<file path="config.mk">
export PLATFORM = sky130hd
export DESIGN_NAME = booth_r4_ctrl
export DESIGN_NICKNAME = d
export VERILOG_FILES = /design/src/rtl/booth_r4_ctrl.sv
export SDC_FILE = /design/constraint.sdc
export NUM_CORES = 1
export LEC_CHECK = 0
export CORE_AREA = 2 2 39 41
export CTS_CLUSTER_SIZE = 40
export DETAILED_ROUTE_END_ITERATION = 16
export DIE_AREA = 0 0 41 43
export GPL_ROUTABILITY_DRIVEN = 0
export GPL_TIMING_DRIVEN = 0
export PLACE_DENSITY = 0.74
export SETUP_SLACK_MARGIN = 0.05
export SLEW_MARGIN = 30
export SYNTH_ARGS = -nofsm -noshare
export SYNTH_HDL_FRONTEND = slang
export SYNTH_SLANG_ARGS = --single-unit
</file>
<file path="constraint.sdc">
create_clock -name clk -period 1.8 [get_ports clk]
set_clock_uncertainty 0.1 [all_clocks]
set_input_delay 0.36 -clock clk [delete_from_list [all_inputs] [get_ports clk]]
set_output_delay 0.36 -clock clk [all_outputs]
set_load 0.05 [all_outputs]
</file>
<file path="src/rtl/booth_r4_ctrl.sv">
// Control sequencer for the radix-4 Booth multiplier: one multiplication per start
// pulse (init, operand load, WIDTH/2 add/shift iterations, result unload).
module booth_r4_ctrl #(
    parameter  int WIDTH = 8,
    localparam int ITER  = WIDTH / 2,
    localparam int CW    = $clog2(ITER + 1)
) (
    input  logic          clk,
    input  logic          reset,
    input  logic          start,
    input  logic [2:0]    q_low,
    output logic          c0,
    output logic          c1,
    output logic          c2,
    output logic          c3,
    output logic          c4,
    output logic          c5,
    output logic          c6,
    output logic          c7,
    output logic          c8,
    output logic          busy,
    output logic          done,
    output logic [CW-1:0] cnt
);

    localparam logic [3:0] S_IDLE   = 4'd0;
    localparam logic [3:0] S_INIT   = 4'd1;
    localparam logic [3:0] S_LOAD_M = 4'd2;
    localparam logic [3:0] S_LOAD_Q = 4'd3;
    localparam logic [3:0] S_ADD    = 4'd4;
    localparam logic [3:0] S_SHIFT  = 4'd5;
    localparam logic [3:0] S_OUT_A  = 4'd6;
    localparam logic [3:0] S_OUT_Q  = 4'd7;
    localparam logic [3:0] S_DONE   = 4'd8;

    localparam logic [CW:0] ITER_L = (CW + 1)'(ITER);

    logic [3:0]    state_r;
    logic [3:0]    next_state_s;
    logic [CW-1:0] cnt_r;
    logic [CW:0]   cnt_inc_s;

    assign cnt_inc_s = {1'b0, cnt_r} + {{CW{1'b0}}, 1'b1};
    assign cnt       = cnt_r;

    // Next-state selection for the multiplication sequence.
    always_comb begin
        next_state_s = state_r;
        case (state_r)
            S_IDLE: begin
                if (start) begin
                    next_state_s = S_INIT;
                end else begin
                    next_state_s = S_IDLE;
                end
            end
            S_INIT:   next_state_s = S_LOAD_M;
            S_LOAD_M: next_state_s = S_LOAD_Q;
            S_LOAD_Q: next_state_s = S_ADD;
            S_ADD:    next_state_s = S_SHIFT;
            S_SHIFT: begin
                if (cnt_inc_s < ITER_L) begin
                    next_state_s = S_ADD;
                end else begin
                    next_state_s = S_OUT_A;
                end
            end
            S_OUT_A:  next_state_s = S_OUT_Q;
            S_OUT_Q:  next_state_s = S_DONE;
            S_DONE:   next_state_s = S_IDLE;
            default:  next_state_s = S_IDLE;
        endcase
    end

    // State register; reset aborts any operation immediately.
    always_ff @(posedge clk or posedge reset) begin
        if (reset) begin
            state_r <= S_IDLE;
        end else begin
            state_r <= next_state_s;
        end
    end

    // Iteration counter: cleared in INIT, advanced once per SHIFT.
    always_ff @(posedge clk or posedge reset) begin
        if (reset) begin
            cnt_r <= {CW{1'b0}};
        end else if (state_r == S_INIT) begin
            cnt_r <= {CW{1'b0}};
        end else if (state_r == S_SHIFT) begin
            cnt_r <= cnt_inc_s[CW-1:0];
        end else begin
            cnt_r <= cnt_r;
        end
    end

    // Strobe decode; q_low is only looked at in ADD so X elsewhere cannot leak out.
    always_comb begin
        c0   = 1'b0;
        c1   = 1'b0;
        c2   = 1'b0;
        c3   = 1'b0;
        c4   = 1'b0;
        c5   = 1'b0;
        c6   = 1'b0;
        c7   = 1'b0;
        c8   = 1'b0;
        done = 1'b0;
        busy = (state_r != S_IDLE);
        case (state_r)
            S_INIT:   c0 = 1'b1;
            S_LOAD_M: c2 = 1'b1;
            S_LOAD_Q: c1 = 1'b1;
            S_ADD: begin
                // {c3,c4,c6} = {write A, subtract, use 2M} for the Booth digit
                case (q_low)
                    3'b001, 3'b010: begin
                        c3 = 1'b1;
                        c4 = 1'b0;
                        c6 = 1'b0;
                    end
                    3'b011: begin
                        c3 = 1'b1;
                        c4 = 1'b0;
                        c6 = 1'b1;
                    end
                    3'b100: begin
                        c3 = 1'b1;
                        c4 = 1'b1;
                        c6 = 1'b1;
                    end
                    3'b101, 3'b110: begin
                        c3 = 1'b1;
                        c4 = 1'b1;
                        c6 = 1'b0;
                    end
                    default: begin
                        c3 = 1'b0;
                        c4 = 1'b0;
                        c6 = 1'b0;
                    end
                endcase
            end
            S_SHIFT:  c5   = 1'b1;
            S_OUT_A:  c7   = 1'b1;
            S_OUT_Q:  c8   = 1'b1;
            S_DONE:   done = 1'b1;
            default: begin
                c0 = 1'b0;
            end
        endcase
    end

endmodule

</file>
==> impl_metrics.tcl, run 1 <==
# place-and-route summary
set metrics [dict create \
    rows 14 \
    tritoncts_clock_tree "done" \
    final_core_utilization 0.6790 \
    largest_reg_flops 4 \
    drt_wl_total_um 1327 \
    critPathArrivalTime_ps 1580 \
    worst_setup_margin_ps -243.8 \
    registers.top_by_ff_count "state_r" \
    grt_pass1_wl_um 1980 \
    internal_power_w 0.0009290 \
    comb_share 0.3941 \
    pwr-share-seq 0.175 \
    grt_remaining_overflow 0 \
    crit_family "simple AND/OR/NAND/NOR gates" \
    r2r_end "cnt[0]" \
    clock_power_share 0.079 \
    place.detailed.instances 89 \
    critical-path-slowest-cell "sky130_fd_sc_hd__or3_4" \
    cp_num_cells 4 \
    clk_transition_reported_paths_ps 50 \
    final_layout_top_logic_cell "sky130_fd_sc_hd__buf_6" \
    layout-drive-gt1-share 0.5506 \
    fmax_mhz 489.3 \
    share_comb_of_total_power 0.746 \
    layout.filler_cells 108 \
    reg2reg_slack_ps 120 \
    clockRootBuffer "sky130_fd_sc_hd__clkbuf_4" \
    tns_ps -661.6 \
    num_vias 514 \
    p_sw_w 0.0009179 \
    status "finished, violations left" \
    most_used_flip_flop_cell_after_synthesis "sky130_fd_sc_hd__dfrtp_1" \
    logic_area_um2 370.4 \
    violations "setup timing" \
    rr_startpoint "state_r[3]" \
    grt_antenna_before_repair 0 \
    post_synth_num_cell_types 25 \
    final_tally_of_setup_violations 4 \
    clock_distribution_power_w 0.000146 \
    seq-cell-share 0.1891 \
]
[run 1: cell usage after synthesis, types with 2 or more instances]
master,n
sky130_fd_sc_hd__dfrtp_1,7
sky130_fd_sc_hd__nor2_1,9
sky130_fd_sc_hd__nand2_1,8
sky130_fd_sc_hd__nand2b_1,2
sky130_fd_sc_hd__o21ai_1,2
sky130_fd_sc_hd__buf_2,2
sky130_fd_sc_hd__nor3_1,6
[run 1: cells by family after synthesis]
logic type,synth area share
simple gates,0.4132
compound gates,0.09919
flops,0.3857
buf+inv,0.03030
xor+xnor,0.01929
mux,0.02479
fa+ha+maj,0.02754
[run 1: routing by layer]
layer	vias to the layer above	global-route usage	share of wire
met2	20	0.2500	0.47
li1	256	-	-
met4	0	0.08000	0.021
met5	-	0	0
met3	3	0.03665	0.066
met1	235	0.2140	0.44
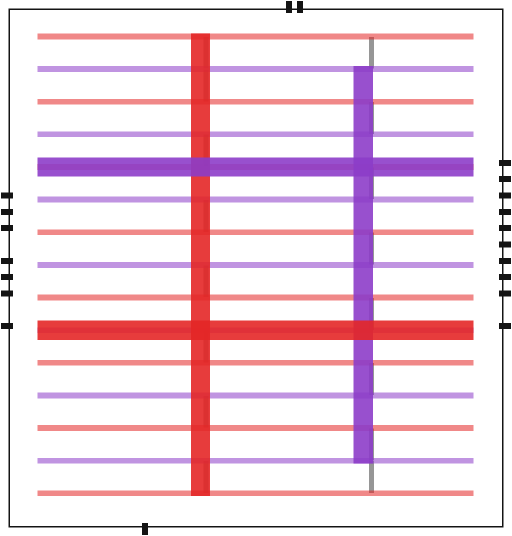
(run_1/floorplan.png)
Scale: 12 px per µm. Pins as bars on the die edge. Tap cells in gray.
Purple is VDD. Red is VSS.
2 straps on met5. 16 tap cells. 20 signal pins sit on the boundary. 2 straps on met4. The core has 14 rows.

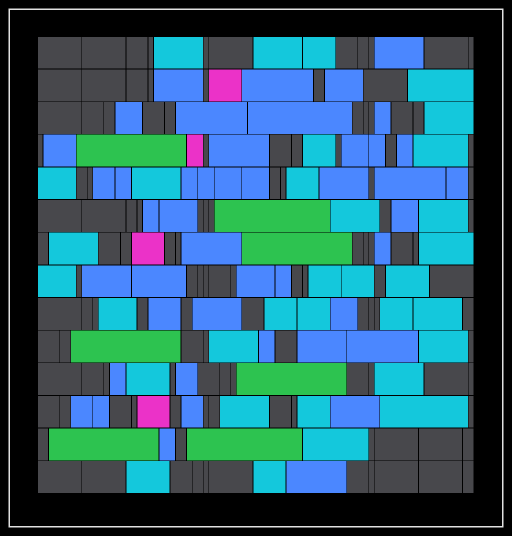
(run_1/class_map.png)
Scale: 12 px per µm. Fill, decap, tap and diode cells in gray.
Blue is remaining logic cells, cells 45. Green is sequential cells, cells 7. Cyan is remaining buffers and delay cells, cells 33. Magenta is clock drivers and dummy loads, cells 4.

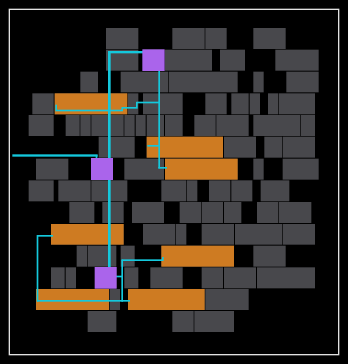
(run_1/clock_wires.png)
Scale: 8 px per µm.
Purple is clock-net drivers, count 3. Orange is flip-flops, count 7. Cyan is clock wires, length 111 µm.
There are 4 routed clock nets.

==> run_1/layers.png <==
Scale: 12 px per µm.
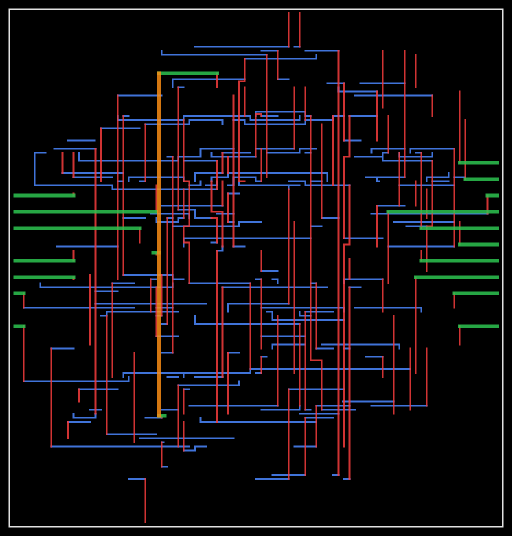

==> inputs of run 2 (changes only) <==
PLACE_DENSITY = 0.67   (was 0.74)
clock period = 1.9 ns   (was 1.8 ns; I/O delays follow)
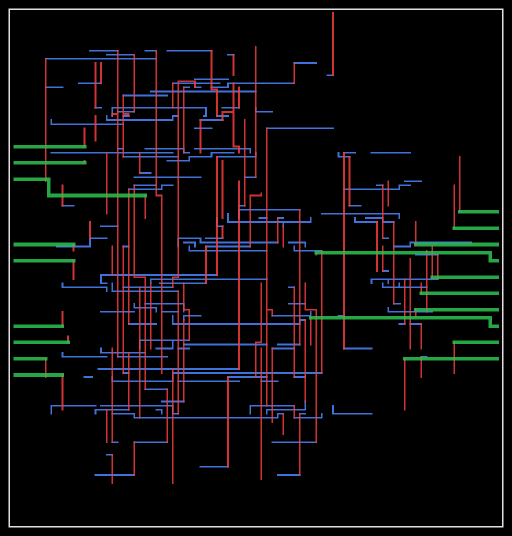
(run_2/layers.png)
Scale: 12 px per µm.
Blue is M1, wire length 450 µm. Green is M3, wire length 123 µm. Red is M2, wire length 533 µm.

==> run 2 against run 1 <==
The flow still finishes with violations (setup timing). Clock-buffer cell count unchanged. Hold slack improved by 25 ps. Register-to-register slack improved by 330 ps. Area after synthesis unchanged. Sequential share of layout area increased by 4.4 points. Setup slack improved by 130 ps. Synthesized cell count unchanged. Global-route usage decreased by 1.8 points. Sequential power decreased by 6%. Largest power group unchanged. Highest routed layer is now met3.
==> impl_metrics.tcl, run 2 <==
# place-and-route summary
set metrics [dict create \
    clockRootBuffer "sky130_fd_sc_hd__clkbuf_4" \
    met2_usage 0.2344 \
    largest_reg_flops 4 \
    cp_num_cells 4 \
    place.detailed.instances 89 \
    tns_ps -227.3 \
    final_tally_of_setup_violations 3 \
    critical-path-slowest-cell "sky130_fd_sc_hd__dfrtp_1" \
    num_vias 463 \
    most_used_flip_flop_cell_after_synthesis "sky130_fd_sc_hd__dfrtp_1" \
    grt_most_used_layer "met2" \
    fmax_mhz 496.5 \
    crit_family "simple AND/OR/NAND/NOR gates" \
    clk_transition_reported_paths_ps 60 \
    r2r_end "cnt[0]" \
    reg2reg_slack_ps 450 \
    wl_met2_um 532 \
    worst_setup_margin_ps -114.1 \
    dr_wl_met3_um 123 \
    wl_met1_um 450 \
    seq-cell-share 0.2328 \
    final_layout_top_logic_cell "sky130_fd_sc_hd__buf_4" \
    rows 14 \
    layout.filler_cells 140 \
    hold_slack_ps 261.8 \
    logic_area_um2 301.5 \
    critPathArrivalTime_ps 1530 \
    num-nonclk-buffers 26 \
    tritoncts_clock_tree "done" \
    status "finished, violations left" \
    layout-drive-gt1-share 0.4146 \
    global_route_met3_usage 0.02618 \
    grt_remaining_overflow 0 \
    post-synth-top-count-cell "sky130_fd_sc_hd__nor2_1" \
    worstHoldPathType "input pin to async pin" \
    violations "setup timing" \
    comb_share 0.3951 \
    rr_startpoint "state_r[3]" \
    final_core_utilization 0.5515 \
    drt_wl_total_um 1106 \
    post_synth_num_cell_types 25 \
    grt_antenna_before_repair 0 \
]
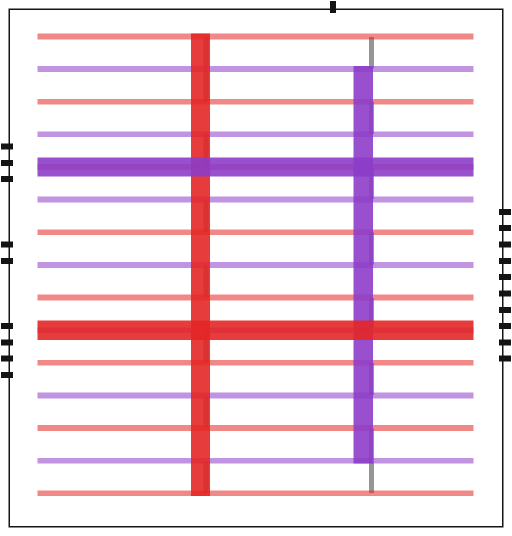
(run_2/floorplan.png)
Scale: 12 px per µm. Pins as bars on the die edge. Tap cells in gray.
Purple is VDD. Red is VSS.
15 met1 rails follow the rows. The core has 14 rows. 20 signal pins sit on the boundary. 16 tap cells.

==> run 2: cell counts after synthesis <==
No cell type changed its count.
==> run 2: kinds of logic (layout without fill, tap and decap cells) <==
group	after synthesis	count (layout)	share of synthesized area
AOI/OAI and AO/OA	7	7	0.09919
xor gates and xnor gates	1	1	0.01929
adders and majority gates	1	1	0.02754
buffers and inverters	3	31	0.03030
DFF	7	7	0.3857
muxes	1	1	0.02479
and+or+nand+nor	34	34	0.4132
==> run 2: timing repair <==
action,CTS,global route
endpoints found under the hold margin,0,0
resized,78,9
setup buffers,5,1
endpoints found under the setup margin,14,9
pin swaps,3,2
==> run 2: where the power goes <==
part	total (W)	internal, W	switching (W)
Clock	0.000136	0.0000802	0.0000561
Sequential	0.000304	0.000215	0.0000893
Combinational	0.000958	0.000361	0.000597
==> run_2/clock_wires.png <==
Scale: 8 px per µm.
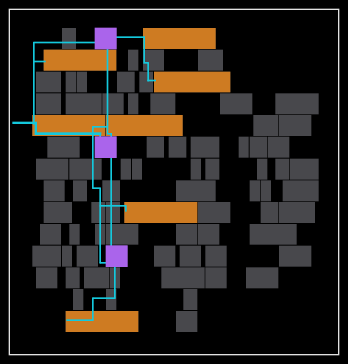

==> inputs of run 3 (changes only) <==
CORE_AREA = not set   (was 2 2 39 41)
CORE_MARGIN = 2   (was not set)
CORE_UTILIZATION = 28   (was not set)
DIE_AREA = not set   (was 0 0 41 43)
PLACE_DENSITY = not set   (was 0.67)
SLEW_MARGIN = 20   (was 30)
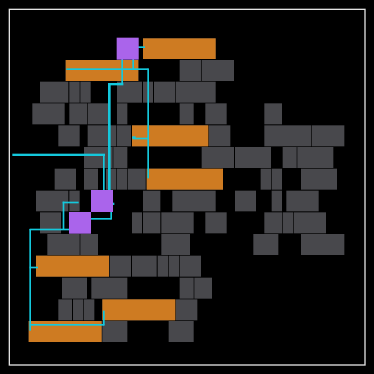
(run_3/clock_wires.png)
Scale: 8 px per µm.
Cyan is clock wires, length 110 µm. Purple is clock-net drivers, count 3. Orange is flip-flops, count 7.
There are 4 routed clock nets.

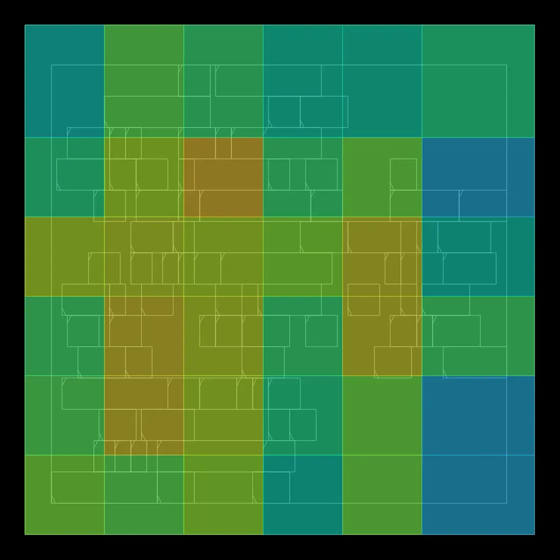
(run_3/congestion_map.png)
routed length per instance: 11.27 µm
Final Core Density: 0.5091
most heavily used metal layer in global routing: met1

==> run 3 against run 2 <==
The run still ends with setup timing left. Synthesized cell count unchanged. Clock power about the same. Global-route usage fell by 2.5 points. Fmax increased by 4.3%. Critical path type unchanged. Core utilization is 4.2 points lower. Design area increased by 0.49%. Highest routed layer is now met4. Wire length is 1.2% lower. First-iteration DRC count stayed put. Critical endpoint is now c6. Largest power group unchanged. Die size is 11% higher. Sequential power shrank 2%.
==> impl_metrics.tcl, run 3 <==
# place-and-route summary
set metrics [dict create \
    critical-path-slowest-cell "sky130_fd_sc_hd__dfrtp_2" \
    final_layout_top_logic_cell "sky130_fd_sc_hd__buf_4" \
    clockRootBuffer "sky130_fd_sc_hd__clkbuf_4" \
    p_sw_w 0.0007378 \
    status "finished, violations left" \
    num_vias 460 \
    violations "setup timing" \
    comb_cell_power_w 0.000967 \
    internal_power_w 0.0006633 \
    rr_startpoint "cnt[0]" \
    layout.filler_cells 156 \
    tritoncts_clock_tree "done" \
    worstHoldPathType "input pin to async pin" \
    largest_reg_flops 4 \
    clock_distribution_power_w 0.000136 \
    layout-drive-gt1-share 0.4321 \
    clock_power_share 0.097 \
    post_synth_num_cell_types 25 \
    place.detailed.instances 89 \
    critPathArrivalTime_ps 1450 \
    seq-cell-share 0.2316 \
    top_power_group "combinational logic" \
    r2r_end "state_r[1]" \
    share_comb_of_total_power 0.690 \
    num-nonclk-buffers 25 \
    pwr.group.sequential_w 0.000298 \
    final_tally_of_setup_violations 2 \
    drt_wl_total_um 1093 \
    worst_setup_margin_ps -31.74 \
    reg2reg_slack_ps 470 \
    grt_remaining_overflow 0 \
    pwr-share-seq 0.213 \
]
run 3: repair_timing:
item / CTS / global route
pin swaps: 2 / 3
hold endpoints to repair: 0 / 0
setup buffers: 2 / 3
gates resized: 76 / 16
endpoints found under the setup margin: 14 / 10
run 3: logic make-up (layout without fill, tap and decap cells):
logic type	Yosys count	count (layout)	synth area share
and+or+nand+nor	34	34	0.4132
AOI/OAI and AO/OA	7	7	0.09919
DFF	7	7	0.3857
buffers and inverters	3	30	0.03030
adders and majority gates	1	1	0.02754
xor gates and xnor gates	1	1	0.01929
muxes	1	1	0.02479
run 3: layer usage:
| layer | share of wire | global-route usage |
|---|---|---|
| met1 | 0.46 | 0.1756 |
| met2 | 0.44 | 0.1618 |
| met4 | 0.013 | 0.07273 |
| met3 | 0.081 | 0.03265 |
| met5 | 0 | 0 |
Power and IR drop assume default switching activity.
